**config.mk**
```make
export PLATFORM = sky130hd
export DESIGN_NAME = uart_axis_cfg_bridge
export DESIGN_NICKNAME = d
export VERILOG_FILES = /design/src/rtl/uart_axis_cfg_bridge.sv
export SDC_FILE = /design/constraint.sdc
export NUM_CORES = 1
export LEC_CHECK = 0
export ABC_AREA = 0
export CORE_ASPECT_RATIO = 0.5
export CORE_UTILIZATION = 47
export CTS_CLUSTER_DIAMETER = 30
export DETAILED_ROUTE_END_ITERATION = 10
export GPL_ROUTABILITY_DRIVEN = 0
export PLACE_DENSITY = 0.65
export SLEW_MARGIN = 0
export SYNTH_ARGS = -nofsm -noshare
export SYNTH_HDL_FRONTEND = slang
export SYNTH_SLANG_ARGS = --single-unit
```
**constraint.sdc**
```tcl
create_clock -name clk -period 7.2 [get_ports clk]
set_clock_uncertainty 0.2 [all_clocks]
set_input_delay 1.08 -clock clk [delete_from_list [all_inputs] [get_ports clk]]
set_output_delay 1.08 -clock clk [all_outputs]
set_load 0.03 [all_outputs]
```
**src/rtl/uart_axis_cfg_bridge.sv**
```systemverilog
`default_nettype none
// ============================================================================
// Module      : uart_axis_cfg_bridge
// Description : UART <-> AXI-stream bridge with runtime baud divisor, data
//               width, parity and stop-bit selection. RX and TX are each
//               buffered by a small FIFO. RX parity/framing errors are
//               reported per byte on m_axis_tuser.
// Revision    : 1.0 - initial release
// ============================================================================
module uart_axis_cfg_bridge #(
  parameter int DATA_WIDTH = 8,
  parameter int DIV_WIDTH  = 16,
  parameter int FIFO_DEPTH = 4
) (
  input  logic                  clk,
  input  logic                  rst,
  input  logic [DIV_WIDTH-1:0]  cfg_div,
  input  logic [3:0]            cfg_data_bits,
  input  logic [1:0]            cfg_parity,
  input  logic                  cfg_stop2,
  input  logic [DATA_WIDTH-1:0] s_axis_tdata,
  input  logic                  s_axis_tvalid,
  output logic                  s_axis_tready,
  output logic [DATA_WIDTH-1:0] m_axis_tdata,
  output logic [1:0]            m_axis_tuser,
  output logic                  m_axis_tvalid,
  input  logic                  m_axis_tready,
  input  logic                  uart_rx,
  output logic                  uart_tx,
  output logic                  tx_busy,
  output logic                  rx_overrun
);

  localparam int                    AW         = $clog2(FIFO_DEPTH);
  localparam int                    RW         = DATA_WIDTH + 2;
  localparam logic [3:0]            C_MAX_BITS = 4'(DATA_WIDTH);
  localparam logic [DIV_WIDTH-1:0]  C_MIN_DIV  = DIV_WIDTH'(4);
  localparam logic [DIV_WIDTH-1:0]  C_ONE      = DIV_WIDTH'(1);
  localparam logic [AW:0]           C_PTR_ONE  = (AW+1)'(1);
  localparam logic [DATA_WIDTH-1:0] C_DATA_ONE = DATA_WIDTH'(1);

  typedef enum logic [2:0] {
    ST_IDLE   = 3'd0,
    ST_START  = 3'd1,
    ST_DATA   = 3'd2,
    ST_PARITY = 3'd3,
    ST_STOP   = 3'd4
  } state_t;

  // ---------------------------------------------------------------------------
  // Effective configuration (clamped); sampled by each FSM at frame start
  // ---------------------------------------------------------------------------
  logic [DIV_WIDTH-1:0]  div_eff;
  logic [3:0]            nbits_eff;
  logic                  par_en_eff;
  logic                  par_odd_eff;
  logic [DATA_WIDTH-1:0] data_mask;

  // Clamp divisor and data width, decode parity mode
  always_comb begin
    div_eff = (cfg_div < C_MIN_DIV) ? C_MIN_DIV : cfg_div;
    if (cfg_data_bits < 4'd5)             nbits_eff = 4'd5;
    else if (cfg_data_bits > C_MAX_BITS)  nbits_eff = C_MAX_BITS;
    else                                  nbits_eff = cfg_data_bits;
    par_en_eff  = (cfg_parity == 2'b01) || (cfg_parity == 2'b10);
    par_odd_eff = (cfg_parity == 2'b10);
    data_mask   = ~({DATA_WIDTH{1'b1}} << nbits_eff);
  end

  // ---------------------------------------------------------------------------
  // TX FIFO
  // ---------------------------------------------------------------------------
  logic [DATA_WIDTH-1:0] tx_mem_q [FIFO_DEPTH];
  logic [AW:0]           tx_wr_q, tx_rd_q;
  logic                  tx_empty, tx_full, tx_push, tx_pop;
  logic [DATA_WIDTH-1:0] tx_head;

  assign tx_empty      = (tx_wr_q == tx_rd_q);
  assign tx_full       = (tx_wr_q[AW] != tx_rd_q[AW]) &&
                         (tx_wr_q[AW-1:0] == tx_rd_q[AW-1:0]);
  assign s_axis_tready = !tx_full && !rst;
  assign tx_push       = s_axis_tvalid && s_axis_tready;
  assign tx_head       = tx_mem_q[tx_rd_q[AW-1:0]] & data_mask;

  // TX FIFO storage (no reset needed, occupancy is tracked by the pointers)
  always_ff @(posedge clk) begin
    if (tx_push) tx_mem_q[tx_wr_q[AW-1:0]] <= s_axis_tdata;
  end

  // TX FIFO pointers
  always_ff @(posedge clk) begin
    if (rst) begin
      tx_wr_q <= '0;
      tx_rd_q <= '0;
    end else begin
      if (tx_push) tx_wr_q <= tx_wr_q + C_PTR_ONE;
      if (tx_pop)  tx_rd_q <= tx_rd_q + C_PTR_ONE;
    end
  end

  // ---------------------------------------------------------------------------
  // TX FSM
  // ---------------------------------------------------------------------------
  state_t                tx_state_q;
  logic [DIV_WIDTH-1:0]  tx_cnt_q, tx_div_q;
  logic [3:0]            tx_bit_q, tx_nbits_q;
  logic [DATA_WIDTH-1:0] tx_shift_q;
  logic                  tx_par_en_q, tx_par_q, tx_stop2_q, tx_stop_second_q, tx_q;
  logic                  tx_bit_end, tx_frame_end;

  assign tx_bit_end   = (tx_cnt_q == tx_div_q - C_ONE);
  assign tx_frame_end = (tx_state_q == ST_STOP) && tx_bit_end &&
                        (!tx_stop2_q || tx_stop_second_q);
  // Popping at the end of the last stop bit gives gap-free back-to-back frames
  assign tx_pop       = !tx_empty && ((tx_state_q == ST_IDLE) || tx_frame_end);
  assign uart_tx      = tx_q;
  assign tx_busy      = (tx_state_q != ST_IDLE) || !tx_empty;

  // Serialise one frame per FIFO entry, each bit held for tx_div_q cycles
  always_ff @(posedge clk) begin
    if (rst) begin
      tx_state_q       <= ST_IDLE;
      tx_cnt_q         <= '0;
      tx_div_q         <= C_MIN_DIV;
      tx_bit_q         <= '0;
      tx_nbits_q       <= 4'd8;
      tx_shift_q       <= '0;
      tx_par_en_q      <= 1'b0;
      tx_par_q         <= 1'b0;
      tx_stop2_q       <= 1'b0;
      tx_stop_second_q <= 1'b0;
      tx_q             <= 1'b1;
    end else if (tx_pop) begin
      tx_state_q       <= ST_START;
      tx_cnt_q         <= '0;
      tx_div_q         <= div_eff;
      tx_bit_q         <= '0;
      tx_nbits_q       <= nbits_eff;
      tx_shift_q       <= tx_head;
      tx_par_en_q      <= par_en_eff;
      tx_par_q         <= (^tx_head) ^ par_odd_eff;
      tx_stop2_q       <= cfg_stop2;
      tx_stop_second_q <= 1'b0;
      tx_q             <= 1'b0;
    end else if (tx_state_q != ST_IDLE) begin
      if (!tx_bit_end) begin
        tx_cnt_q <= tx_cnt_q + C_ONE;
      end else begin
        tx_cnt_q <= '0;
        case (tx_state_q)
          ST_START: begin
            tx_state_q <= ST_DATA;
            tx_q       <= tx_shift_q[0];
            tx_shift_q <= tx_shift_q >> 1;
          end
          ST_DATA: begin
            if (tx_bit_q == tx_nbits_q - 4'd1) begin
              if (tx_par_en_q) begin
                tx_state_q <= ST_PARITY;
                tx_q       <= tx_par_q;
              end else begin
                tx_state_q <= ST_STOP;
                tx_q       <= 1'b1;
              end
            end else begin
              tx_bit_q   <= tx_bit_q + 4'd1;
              tx_q       <= tx_shift_q[0];
              tx_shift_q <= tx_shift_q >> 1;
            end
          end
          ST_PARITY: begin
            tx_state_q <= ST_STOP;
            tx_q       <= 1'b1;
          end
          ST_STOP: begin
            if (tx_stop2_q && !tx_stop_second_q) tx_stop_second_q <= 1'b1;
            else                                 tx_state_q       <= ST_IDLE;
          end
          default: tx_state_q <= ST_IDLE;
        endcase
      end
    end
  end

  // ---------------------------------------------------------------------------
  // RX synchroniser and FSM
  // ---------------------------------------------------------------------------
  logic rx_s1_q, rx_s2_q;

  // Two-flop synchroniser for the asynchronous serial input, idles high
  always_ff @(posedge clk) begin
    if (rst) begin
      rx_s1_q <= 1'b1;
      rx_s2_q <= 1'b1;
    end else begin
      rx_s1_q <= uart_rx;
      rx_s2_q <= rx_s1_q;
    end
  end

  state_t                rx_state_q;
  logic [DIV_WIDTH-1:0]  rx_cnt_q, rx_div_q, rx_half;
  logic [3:0]            rx_bit_q, rx_nbits_q;
  logic [DATA_WIDTH-1:0] rx_data_q;
  logic                  rx_par_en_q, rx_odd_q, rx_par_acc_q, rx_par_err_q;
  logic                  rx_sample, rx_push;

  // Sample point: half a bit after the falling edge, then one full bit apart
  always_comb begin
    rx_half = rx_div_q >> 1;
    if (rx_state_q == ST_START) rx_sample = (rx_cnt_q == rx_half - C_ONE);
    else                        rx_sample = (rx_cnt_q == rx_div_q - C_ONE);
  end

  assign rx_push = (rx_state_q == ST_STOP) && rx_sample;

  // Deserialise one frame; push at the first stop-bit sample
  always_ff @(posedge clk) begin
    if (rst) begin
      rx_state_q   <= ST_IDLE;
      rx_cnt_q     <= '0;
      rx_div_q     <= C_MIN_DIV;
      rx_bit_q     <= '0;
      rx_nbits_q   <= 4'd8;
      rx_data_q    <= '0;
      rx_par_en_q  <= 1'b0;
      rx_odd_q     <= 1'b0;
      rx_par_acc_q <= 1'b0;
      rx_par_err_q <= 1'b0;
    end else if (rx_state_q == ST_IDLE) begin
      if (!rx_s2_q) begin
        rx_state_q   <= ST_START;
        rx_cnt_q     <= '0;
        rx_div_q     <= div_eff;
        rx_bit_q     <= '0;
        rx_nbits_q   <= nbits_eff;
        rx_data_q    <= '0;
        rx_par_en_q  <= par_en_eff;
        rx_odd_q     <= par_odd_eff;
        rx_par_acc_q <= 1'b0;
        rx_par_err_q <= 1'b0;
      end
    end else if (!rx_sample) begin
      rx_cnt_q <= rx_cnt_q + C_ONE;
    end else begin
      rx_cnt_q <= '0;
      case (rx_state_q)
        ST_START: rx_state_q <= rx_s2_q ? ST_IDLE : ST_DATA;
        ST_DATA: begin
          if (rx_s2_q) rx_data_q <= rx_data_q | (C_DATA_ONE << rx_bit_q);
          rx_par_acc_q <= rx_par_acc_q ^ rx_s2_q;
          if (rx_bit_q == rx_nbits_q - 4'd1)
            rx_state_q <= rx_par_en_q ? ST_PARITY : ST_STOP;
          else
            rx_bit_q <= rx_bit_q + 4'd1;
        end
        ST_PARITY: begin
          rx_par_err_q <= rx_par_acc_q ^ rx_s2_q ^ rx_odd_q;
          rx_state_q   <= ST_STOP;
        end
        default: rx_state_q <= ST_IDLE;
      endcase
    end
  end

  // ---------------------------------------------------------------------------
  // RX FIFO
  // ---------------------------------------------------------------------------
  logic [RW-1:0] rx_mem_q [FIFO_DEPTH];
  logic [AW:0]   rx_wr_q, rx_rd_q;
  logic          rx_empty, rx_full, rx_pop, rx_wr_en, rx_overrun_q;
  logic [RW-1:0] rx_head;

  assign rx_empty      = (rx_wr_q == rx_rd_q);
  assign rx_full       = (rx_wr_q[AW] != rx_rd_q[AW]) &&
                         (rx_wr_q[AW-1:0] == rx_rd_q[AW-1:0]);
  assign rx_pop        = m_axis_tvalid && m_axis_tready;
  // A simultaneous pop frees the slot, so a push into a full FIFO still lands
  assign rx_wr_en      = rx_push && (!rx_full || rx_pop);
  assign rx_head       = rx_mem_q[rx_rd_q[AW-1:0]];
  assign m_axis_tvalid = !rx_empty;
  assign m_axis_tdata  = rx_empty ? '0 : rx_head[DATA_WIDTH-1:0];
  assign m_axis_tuser  = rx_empty ? 2'b00 : rx_head[RW-1:DATA_WIDTH];
  assign rx_overrun    = rx_overrun_q;

  // RX FIFO storage: {parity_err, frame_err, data}
  always_ff @(posedge clk) begin
    if (rx_wr_en) rx_mem_q[rx_wr_q[AW-1:0]] <= {rx_par_err_q, !rx_s2_q, rx_data_q};
  end

  // RX FIFO pointers and overrun pulse
  always_ff @(posedge clk) begin
    if (rst) begin
      rx_wr_q      <= '0;
      rx_rd_q      <= '0;
      rx_overrun_q <= 1'b0;
    end else begin
      if (rx_wr_en) rx_wr_q <= rx_wr_q + C_PTR_ONE;
      if (rx_pop)   rx_rd_q <= rx_rd_q + C_PTR_ONE;
      rx_overrun_q <= rx_push && rx_full && !rx_pop;
    end
  end

endmodule
`default_nettype wire

```
**Track usage over the die**

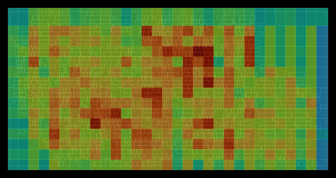
all-layer global routing usage: 21.78%
grt peak-use layer: met2
met2 usage: 35.95%
post-layout util: 55.94%

==> summary.txt <==
run metrics: DR DRC count=0, hold slack final=0.2126 ns, max reg flops=40, Seq area share=38.86%, Chip Area, Yosys=0.01064 mm^2, most common cell in the synthesized netlist=dfxtp_1, row cnt=38, diodes inserted=0, most used logic cell in the final layout=dfxtp_1, post-synthesis sequential area ratio=44.77%, clk_buf instances=29, Post-Layout Cell Count=1,443, Root Driver=clkbuf_16, number of endpoints failing setup at the final stage=0, Total Power=3.664 mW, horizontal die size=214.8 um, Synthesized registers=202, initial DRC count=610, Achievable Freq=176.8 MHz, global-route wire length before repair=40.84 mm, PostCTS Resize Cnt=0, Clk pin slew, worst setup/hold paths=0.06 ns, post-route minimum period=5.657 ns, Worst Max-Slew Pin Slew=1.072 ns, post-synth top area cell=dfxtp_1, largest net degree at the start of global routing=64, asr flop ratio synth=0%, NetSw=1.191 mW, status=finished, final reports clean, Placement Cell Area=0.01125 mm^2, P_seq=1.39 mW, Die H=108.4 um, Signal inverters=31, comb. cell area=0.005469 mm^2, syn avg cell area=9.596 um^2, nets@finish=1,181, Port Buffers=50, CP Buf/Inv Count=0, Fillers=1,899, fin crit share=78.57%, Skew-Pair Late Insertion Delay=0.54 ns, Non-clock buffer share=4.306%, logic share of the area=44.60%, initial antenna violation count=0, maximum vdd drop=0.2074 mV
**Met4 routing**

Scale: 2 px per um. Supply wires on this layer in grey.
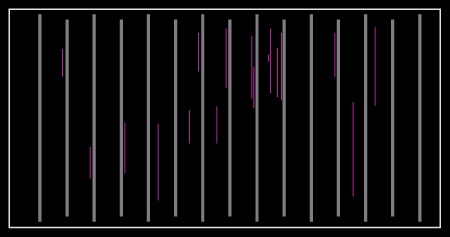
share of all routed wire: 1.7%
longest straight run: 46.9 um
DRT Wirelength: 25.13 mm
DR vias: 8,380

[routing by layer]
metal,GRT usage (%),up-vias,wire [um]
li1,-,4075,-
met3,4.529,37,1229
met2,35.95,219,11750
met4,5.816,0,427
met1,29.24,4049,11720
met5,0,-,0
[cells by family after synthesis]
logic type               count (synthesis)  synth area share, %
flip-flops                             202                44.77
adder cells (fa/ha/maj)                 24                2.822
AND/OR/NAND/NOR                        455                22.56
buffers and inverters                  103                3.880
XOR/XNOR                                94                7.737
AND-OR/OR-AND                          179                11.18
multiplexers                            52                7.043
[worst paths after layout]
kind,startpoint,to,slack [ns],cells past startpoint
max,rx_state_q[1],rx_cnt_q[7],1.54,12
min,rx_s1_q,rx_s2_q,0.21,1
max reg2reg,rx_state_q[1],rx_cnt_q[7],1.54,12
min reg2reg,rx_s1_q,rx_s2_q,0.21,1
No activity file was given, so power comes from the tool's default toggle rates.
